File: src/rtl/vc_dest_arbiter_pkg.sv
// Shared constants for the VC-to-destination arbiter: word geometry, counter width, FSM encodings.
package vc_dest_arbiter_pkg;

  localparam int DATA_WIDTH = 6;
  localparam int DEST_BIT   = 4;
  localparam int CNT_W      = 5;

  localparam logic [1:0] ST_RESET  = 2'd0;
  localparam logic [1:0] ST_INIT   = 2'd1;
  localparam logic [1:0] ST_IDLE   = 2'd2;
  localparam logic [1:0] ST_ACTIVE = 2'd3;

  typedef logic [DATA_WIDTH-1:0] word_t;
  typedef logic [CNT_W-1:0]      cnt_t;

  // 1 selects destination D1, 0 selects D0
  function automatic logic dest_of(input word_t w);
    return w[DEST_BIT];
  endfunction

endpackage

File: src/rtl/vc_dest_arbiter_if.sv
// Bundle of VC FIFO read side, destination FIFO write side and status outputs of the arbiter.
interface vc_dest_arbiter_if;
  import vc_dest_arbiter_pkg::*;

  logic  init;
  logic  empty_fifo_VC0;
  logic  empty_fifo_VC1;
  word_t data_out_VC0;
  word_t data_out_VC1;
  logic  almost_full_D0;
  logic  almost_full_D1;
  logic  pop_VC0;
  logic  pop_VC1;
  logic  push_D0;
  logic  push_D1;
  word_t data_out;
  cnt_t  count_D0;
  cnt_t  count_D1;
  logic  idle;
  logic  [1:0] state;

  modport slave (
    input  init, empty_fifo_VC0, empty_fifo_VC1, data_out_VC0, data_out_VC1,
           almost_full_D0, almost_full_D1,
    output pop_VC0, pop_VC1, push_D0, push_D1, data_out, count_D0, count_D1, idle, state
  );

  modport master (
    output init, empty_fifo_VC0, empty_fifo_VC1, data_out_VC0, data_out_VC1,
           almost_full_D0, almost_full_D1,
    input  pop_VC0, pop_VC1, push_D0, push_D1, data_out, count_D0, count_D1, idle, state
  );

endinterface

File: src/rtl/vc_dest_arbiter.sv
// Drains VC0 over VC1 and routes words to D0/D1; pop is combinational, push/data_out land 2 cycles later.
// Either almost-full flag stops all pops at once; up to 2 popped words still drain downstream.
module vc_dest_arbiter
  import vc_dest_arbiter_pkg::*;
(
  input  logic             clk,
  input  logic             reset,
  vc_dest_arbiter_if.slave bus
);

  logic [1:0] state_q, state_d;
  logic       valid_q, valid_d;
  logic       sel_q, sel_d;
  logic       push_d0_q, push_d0_d;
  logic       push_d1_q, push_d1_d;
  word_t      data_q, data_d;
  cnt_t       count_d0_q, count_d0_d;
  cnt_t       count_d1_q, count_d1_d;
  logic       idle_q, idle_d;

  logic       pause;
  logic       active;
  logic       pop0;
  logic       pop1;
  logic       clr_cnt;
  word_t      word;

  assign pause  = bus.almost_full_D0 | bus.almost_full_D1;
  assign active = (state_q == ST_ACTIVE);
  assign pop0   = active & ~pause & ~bus.empty_fifo_VC0;
  assign pop1   = active & ~pause & bus.empty_fifo_VC0 & ~bus.empty_fifo_VC1;
  assign word   = sel_q ? bus.data_out_VC1 : bus.data_out_VC0;

  always_comb begin
    state_d = state_q;
    case (state_q)
      ST_RESET:  state_d = ST_INIT;
      ST_INIT:   if (!bus.init) state_d = ST_IDLE;
      ST_IDLE: begin
        if (bus.init)
          state_d = ST_INIT;
        else if ((~bus.empty_fifo_VC0 | ~bus.empty_fifo_VC1) & ~pause)
          state_d = ST_ACTIVE;
      end
      ST_ACTIVE: begin
        if (bus.init)
          state_d = ST_INIT;
        else if (bus.empty_fifo_VC0 & bus.empty_fifo_VC1 & ~valid_q)
          state_d = ST_IDLE;
      end
    endcase
  end

  always_comb begin
    valid_d   = pop0 | pop1;
    sel_d     = pop1;
    data_d    = data_q;
    push_d0_d = 1'b0;
    push_d1_d = 1'b0;
    if (valid_q) begin
      data_d    = word;
      push_d0_d = ~dest_of(word);
      push_d1_d = dest_of(word);
    end
    // Covers the whole INIT residency plus its entry and exit edges, so in-flight words go uncounted
    clr_cnt    = (state_q == ST_INIT) | (state_d == ST_INIT);
    count_d0_d = clr_cnt ? '0 : count_d0_q + {{(CNT_W-1){1'b0}}, push_d0_d};
    count_d1_d = clr_cnt ? '0 : count_d1_q + {{(CNT_W-1){1'b0}}, push_d1_d};
    idle_d     = (state_q == ST_IDLE) & bus.empty_fifo_VC0 & bus.empty_fifo_VC1 & ~valid_q;
  end

  always_ff @(posedge clk or negedge reset) begin
    if (!reset) begin
      state_q    <= ST_RESET;
      valid_q    <= 1'b0;
      sel_q      <= 1'b0;
      push_d0_q  <= 1'b0;
      push_d1_q  <= 1'b0;
      data_q     <= '0;
      count_d0_q <= '0;
      count_d1_q <= '0;
      idle_q     <= 1'b0;
    end else begin
      state_q    <= state_d;
      valid_q    <= valid_d;
      sel_q      <= sel_d;
      push_d0_q  <= push_d0_d;
      push_d1_q  <= push_d1_d;
      data_q     <= data_d;
      count_d0_q <= count_d0_d;
      count_d1_q <= count_d1_d;
      idle_q     <= idle_d;
    end
  end

  assign bus.pop_VC0  = pop0;
  assign bus.pop_VC1  = pop1;
  assign bus.push_D0  = push_d0_q;
  assign bus.push_D1  = push_d1_q;
  assign bus.data_out = data_q;
  assign bus.count_D0 = count_d0_q;
  assign bus.count_D1 = count_d1_q;
  assign bus.idle     = idle_q;
  assign bus.state    = state_q;

endmodule

File: src/flat_wrapper.sv
// flat-port wrapper written by rule: the top's interface ports become plain ports
module vc_dest_arbiter_flat import vc_dest_arbiter_pkg::*;
  (clk, reset, bus_init, bus_empty_fifo_VC0, bus_empty_fifo_VC1, bus_data_out_VC0, bus_data_out_VC1, bus_almost_full_D0, bus_almost_full_D1, bus_pop_VC0, bus_pop_VC1, bus_push_D0, bus_push_D1, bus_data_out, bus_count_D0, bus_count_D1, bus_idle, bus_state);
  vc_dest_arbiter_if bus_i ();
  input  logic clk;
  input  logic reset;
  input wire logic [$bits(bus_i.init)-1:0] bus_init;
  input wire logic [$bits(bus_i.empty_fifo_VC0)-1:0] bus_empty_fifo_VC0;
  input wire logic [$bits(bus_i.empty_fifo_VC1)-1:0] bus_empty_fifo_VC1;
  input wire logic [$bits(bus_i.data_out_VC0)-1:0] bus_data_out_VC0;
  input wire logic [$bits(bus_i.data_out_VC1)-1:0] bus_data_out_VC1;
  input wire logic [$bits(bus_i.almost_full_D0)-1:0] bus_almost_full_D0;
  input wire logic [$bits(bus_i.almost_full_D1)-1:0] bus_almost_full_D1;
  output wire logic [$bits(bus_i.pop_VC0)-1:0] bus_pop_VC0;
  output wire logic [$bits(bus_i.pop_VC1)-1:0] bus_pop_VC1;
  output wire logic [$bits(bus_i.push_D0)-1:0] bus_push_D0;
  output wire logic [$bits(bus_i.push_D1)-1:0] bus_push_D1;
  output wire logic [$bits(bus_i.data_out)-1:0] bus_data_out;
  output wire logic [$bits(bus_i.count_D0)-1:0] bus_count_D0;
  output wire logic [$bits(bus_i.count_D1)-1:0] bus_count_D1;
  output wire logic [$bits(bus_i.idle)-1:0] bus_idle;
  output wire logic [$bits(bus_i.state)-1:0] bus_state;
  assign bus_i.init = bus_init;
  assign bus_i.empty_fifo_VC0 = bus_empty_fifo_VC0;
  assign bus_i.empty_fifo_VC1 = bus_empty_fifo_VC1;
  assign bus_i.data_out_VC0 = bus_data_out_VC0;
  assign bus_i.data_out_VC1 = bus_data_out_VC1;
  assign bus_i.almost_full_D0 = bus_almost_full_D0;
  assign bus_i.almost_full_D1 = bus_almost_full_D1;
  assign bus_pop_VC0 = bus_i.pop_VC0;
  assign bus_pop_VC1 = bus_i.pop_VC1;
  assign bus_push_D0 = bus_i.push_D0;
  assign bus_push_D1 = bus_i.push_D1;
  assign bus_data_out = bus_i.data_out;
  assign bus_count_D0 = bus_i.count_D0;
  assign bus_count_D1 = bus_i.count_D1;
  assign bus_idle = bus_i.idle;
  assign bus_state = bus_i.state;
  vc_dest_arbiter u_core (.clk(clk), .reset(reset), .bus(bus_i));
endmodule
File: config.mk
export PLATFORM = sky130hd
export DESIGN_NAME = vc_dest_arbiter_flat
export DESIGN_NICKNAME = d
export VERILOG_FILES = /design/src/rtl/vc_dest_arbiter_pkg.sv /design/src/rtl/vc_dest_arbiter_if.sv /design/src/rtl/vc_dest_arbiter.sv /design/src/flat_wrapper.sv
export SDC_FILE = /design/constraint.sdc
export NUM_CORES = 1
export LEC_CHECK = 0
export ABC_AREA = 1
export CAP_MARGIN = 25
export CELL_PAD_IN_SITES_DETAIL_PLACEMENT = 0
export CELL_PAD_IN_SITES_GLOBAL_PLACEMENT = 1
export CORE_MARGIN = 3
export CORE_UTILIZATION = 27
export CTS_CLUSTER_SIZE = 28
export DETAILED_ROUTE_END_ITERATION = 8
export PLACE_DENSITY = 0.73
export SLEW_MARGIN = 20
export SYNTH_ARGS = -nofsm -noshare
export SYNTH_HDL_FRONTEND = slang
export SYNTH_SLANG_ARGS = --single-unit
File: constraint.sdc
create_clock -name clk -period 1.4 [get_ports clk]
set_input_delay 0.14 -clock clk [delete_from_list [all_inputs] [get_ports clk]]
set_output_delay 0.14 -clock clk [all_outputs]
set_load 0.005 [all_outputs]
### Cell sizes after repair, run 1

The bar under the picture is 20 um long.
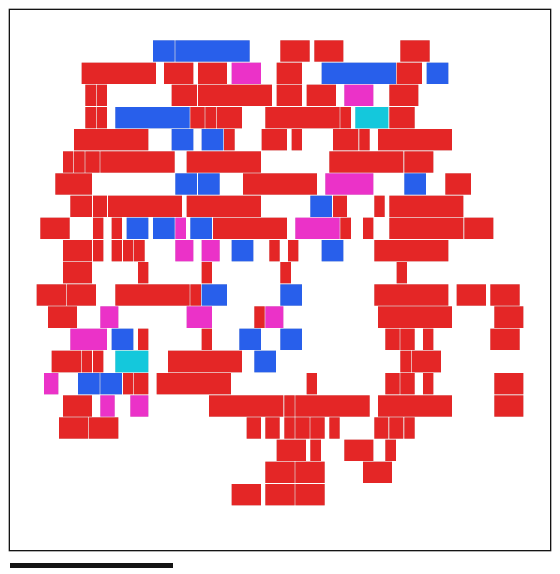
color	size	cells	share
magenta	drive 2	14	8.4%
cyan	drive 6 and up	2	1.2%
red	drive 1 or less	126	76%
blue	drive 3 to 4	24	14%

### Routed clock nets over the placement, run 1

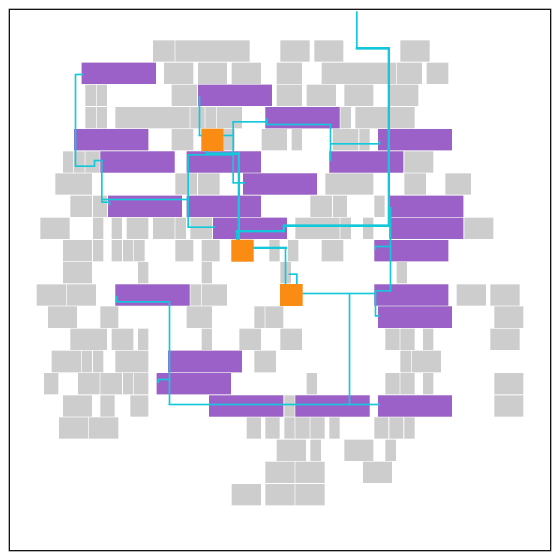
[purple] flip-flops | count: 23
[orange] cells driving clock nets | count: 3
[cyan] clock wires | length: 261 um
routed clock nets	4

==> reports/metrics.cfg, run 1 <==
[worst_setup_path]
worstSetupPathType = reg2reg
worstPathCellList = nand2_1 -> o21ai_2 -> and2_4 -> ha_4 -> ha_4 -> nand3_2 -> xor2_1 -> nor2_1
crit_end = u_core.bus.count_D0[4]
r2r_start = u_core.sel_q
cp_top_family = flip-flops
cpMostUsedCell = ha_4
crit_arrival_ns = 1.61

[logic_synthesis]
yosys.area_share.aoi_pct = 7.41
synthMuxAreaShare_pct = 0
top_area_cell = dfrtp_1
ys_seq_elements = 23
ys_sh_adder_pct = 5.11

[clocking]
cts_resized = 22
cts.clk_slew.worst_paths_ns = 0.12
cts_buffers = 3
htree_num_levels = 1
clock_tree.root_cell = clkbuf_4

[cells_and_area]
nonClockBufferCount = 60
num-nonclk-inverters = 10

[grt]
grt_pass1_wl_um = 4040

[timing]
timing.setup.tns_ns = -0.0230
skew_ns = 0.00783
finalWorstSetupSlack_ns = -0.0230
finalSetupViolations = 1

[status]
status = finished, violations left
violations = negative setup slack

[place]
place_ws_ns = -0.359

[floorplanning]
initCoreUtil_pct = 28.7

### Cells colored by class, run 1

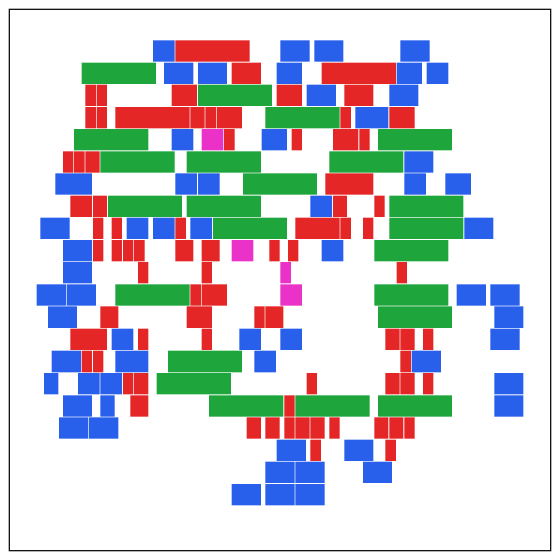
color	class	cells	share of their area
green	flip-flops	23	35%
blue	other buffers and delay cells	60	34%
magenta	clock drivers and dummy loads	4	1.6%
red	all other logic	79	29%
standard-cell rows: 21
Util after Layout: 49.3%
design area: 1680 um^2
sequential fraction of total cell area: 34.2%
Core ar.: 3420 um^2

### Clock nets, run 1

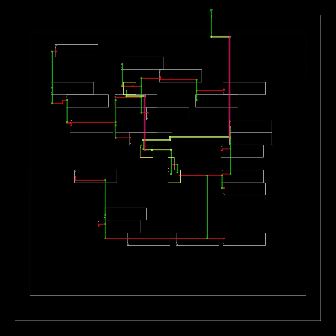
clock latency on the worst-skew pair: 0.30 ns
Clk. pwr: 0.293 mW
CTS sink count: 23
# clk buffers: 4

## run 1: where the power goes
group          leakage [nW]  switching, mW  internal [mW]  total [mW]
Clock                0.0150          0.182          0.111       0.293
Sequential            0.303         0.0688          0.783       0.852
Combinational         0.458          0.242          0.385       0.627
## run 1: flip-flops by register name (all words and copies together) (netlist names)
signal,flops
u_core.bus.push_D0,1
u_core.bus.state,2
u_core.valid_q,1
u_core.bus.data_out,6
u_core.bus.count_D1,5
u_core.bus.count_D0,5
u_core.bus.push_D1,1
u_core.bus.idle,1
u_core.sel_q,1
## run 1: routing by layer
metal	part of all wire [%]	GRT usage (%)	vias up	wire length, um
met5	0	0	-	0
met4	1.4	4.57	0	33
met2	51	21.7	27	1230
li1	-	-	451	-
met3	6.1	1.87	4	147
met1	41	14.0	416	981
### Where the registers sit, run 1

The bar under the picture is 20 um long. Other sequential cells in the stronger gray, the rest of the logic in the fainter gray.
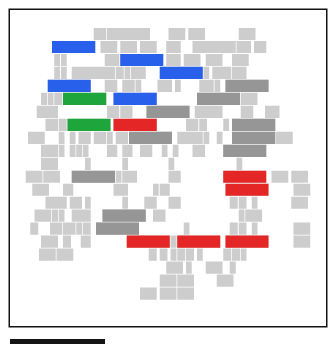

## Run 2: what changed since run 1
- GPL_TIMING_DRIVEN: default -> 0
- PLACE_DENSITY: 0.73 -> 0.79
### Where the registers sit, run 2

The bar under the picture is 20 um long. Other sequential cells in the stronger gray, the rest of the logic in the fainter gray.
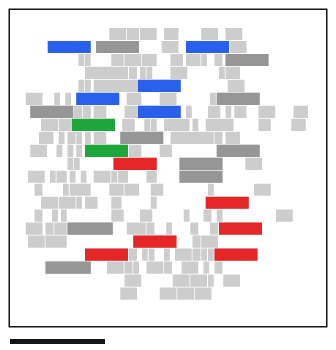
color	name in the netlist	placed flops
red	`u_core.bus.data_out`	6
blue	`u_core.bus.count_D0`	5
green	`u_core.bus.state`	2

### Cell sizes after repair, run 2

The bar under the picture is 20 um long.
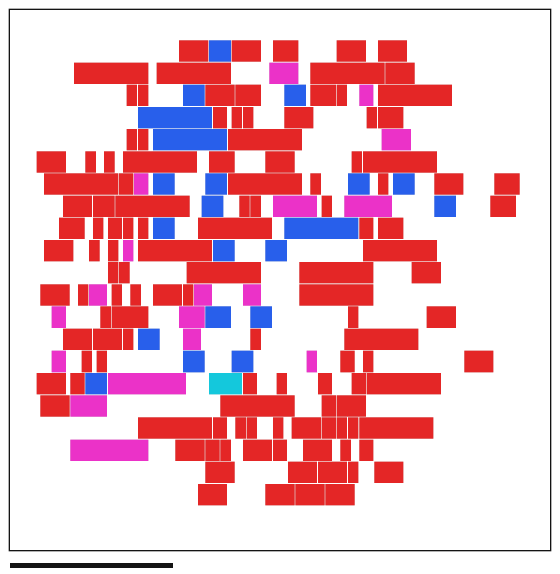
color	size	cells	share
magenta	drive 2	18	11%
red	drive 1 or less	124	76%
cyan	drive 6 and up	1	0.61%
blue	drive 3 to 4	21	13%
Area Growth Syn to Fin: 69.3%
design area: 1660 um^2
final setup margin: -0.00223 ns
Non-Clock Buffer Count: 58

==> run 2 against run 1 <==
- the flow still finishes with violations (negative setup slack)
- clock power increased by 3%
- largest cell class unchanged
- sequential power fell by 0.5%
- largest power group unchanged
- critical path depth down 1
- via count grew 1.2%
- highest routed layer unchanged
- sequential share of layout area is 0.64 points higher
- maximum frequency rose by 1.5%
==> reports/metrics.cfg, run 2 <==
[status]
status = finished, violations left  ; unchanged
violations = negative setup slack  ; unchanged

[floorplanning]
core-area_um2 = 3420  ; unchanged
num_rows = 21  ; unchanged

[grt]
grtUsageMet3_pct = 3.06  ; was 1.87%
grt_pass1_wl_um = 4140  ; was 4040 um
grt_util_met1_pct = 13.9  ; was 14.0%
use_met2_pct = 21.4  ; was 21.7%

[clocking]
cts.clk_slew.worst_paths_ns = 0.13  ; was 0.12 ns
clk_latency_ns = 0.30  ; about the same

[timing]
skew_ns = 0.0104  ; was 0.00783 ns
finalWorstSetupSlack_ns = -0.00223  ; was -0.0230 ns
finalSetupViolations = 1  ; unchanged

[power_and_ir_drop]
p_sw_mw = 0.497  ; was 0.493 mW
power_frac_clock_pct = 17.2  ; was 16.5%
seqPwrFrac_pct = 48.4  ; was 48.1%

[detailed_routing]
wl_met2_um = 1180  ; was 1230 um
wl_met1_um = 1020  ; was 981 um

[worst_setup_path]
r2r_start = u_core.valid_q  ; was u_core.sel_q

[logic_synthesis]
ys_seq_elements = 23  ; unchanged

### Cells colored by class, run 2

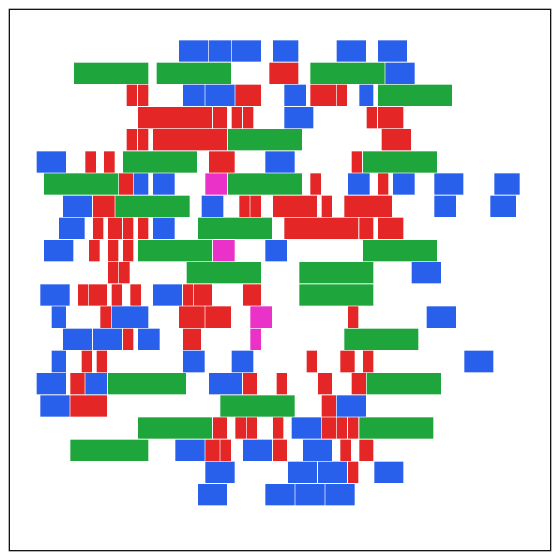
color	class	cells	share of their area
blue	other buffers and delay cells	58	33%
green	flip-flops	23	36%
red	all other logic	79	30%
magenta	clock drivers and dummy loads	4	1.6%
Util after Layout: 48.6%
sequential fraction of total cell area: 34.8%

[run 2: cell type report]
cell class                 instances  area (um^2)
timing repair buffer              57          519
sequential                        23          578
buffer                             1         5.00
multi-input combinational         69          435
fill                             337         1760
clock buffer                       4         26.3
tap                               46         57.6
inverter                          10         37.5
[run 2: power groups by stage]
stage	Combinational, mW	Sequential, mW	Clock [mW]
finish	0.602	0.848	0.302
global route	0.673	0.869	0.344
CTS	0.584	0.852	0.321
detailed placement	0.525	0.879	0
global placement	0.516	0.877	0
floorplan	0.166	0.880	0
[run 2: what timing repair did]
item	4_1_cts	5_1_grt
hold buffers	0	1
hold endpoints to repair	0	23
pin swaps	7	3
resized	24	5
setup buffers	12	3
endpoints found under the setup margin	13	10
Power is estimated from default activity; no workload was simulated.
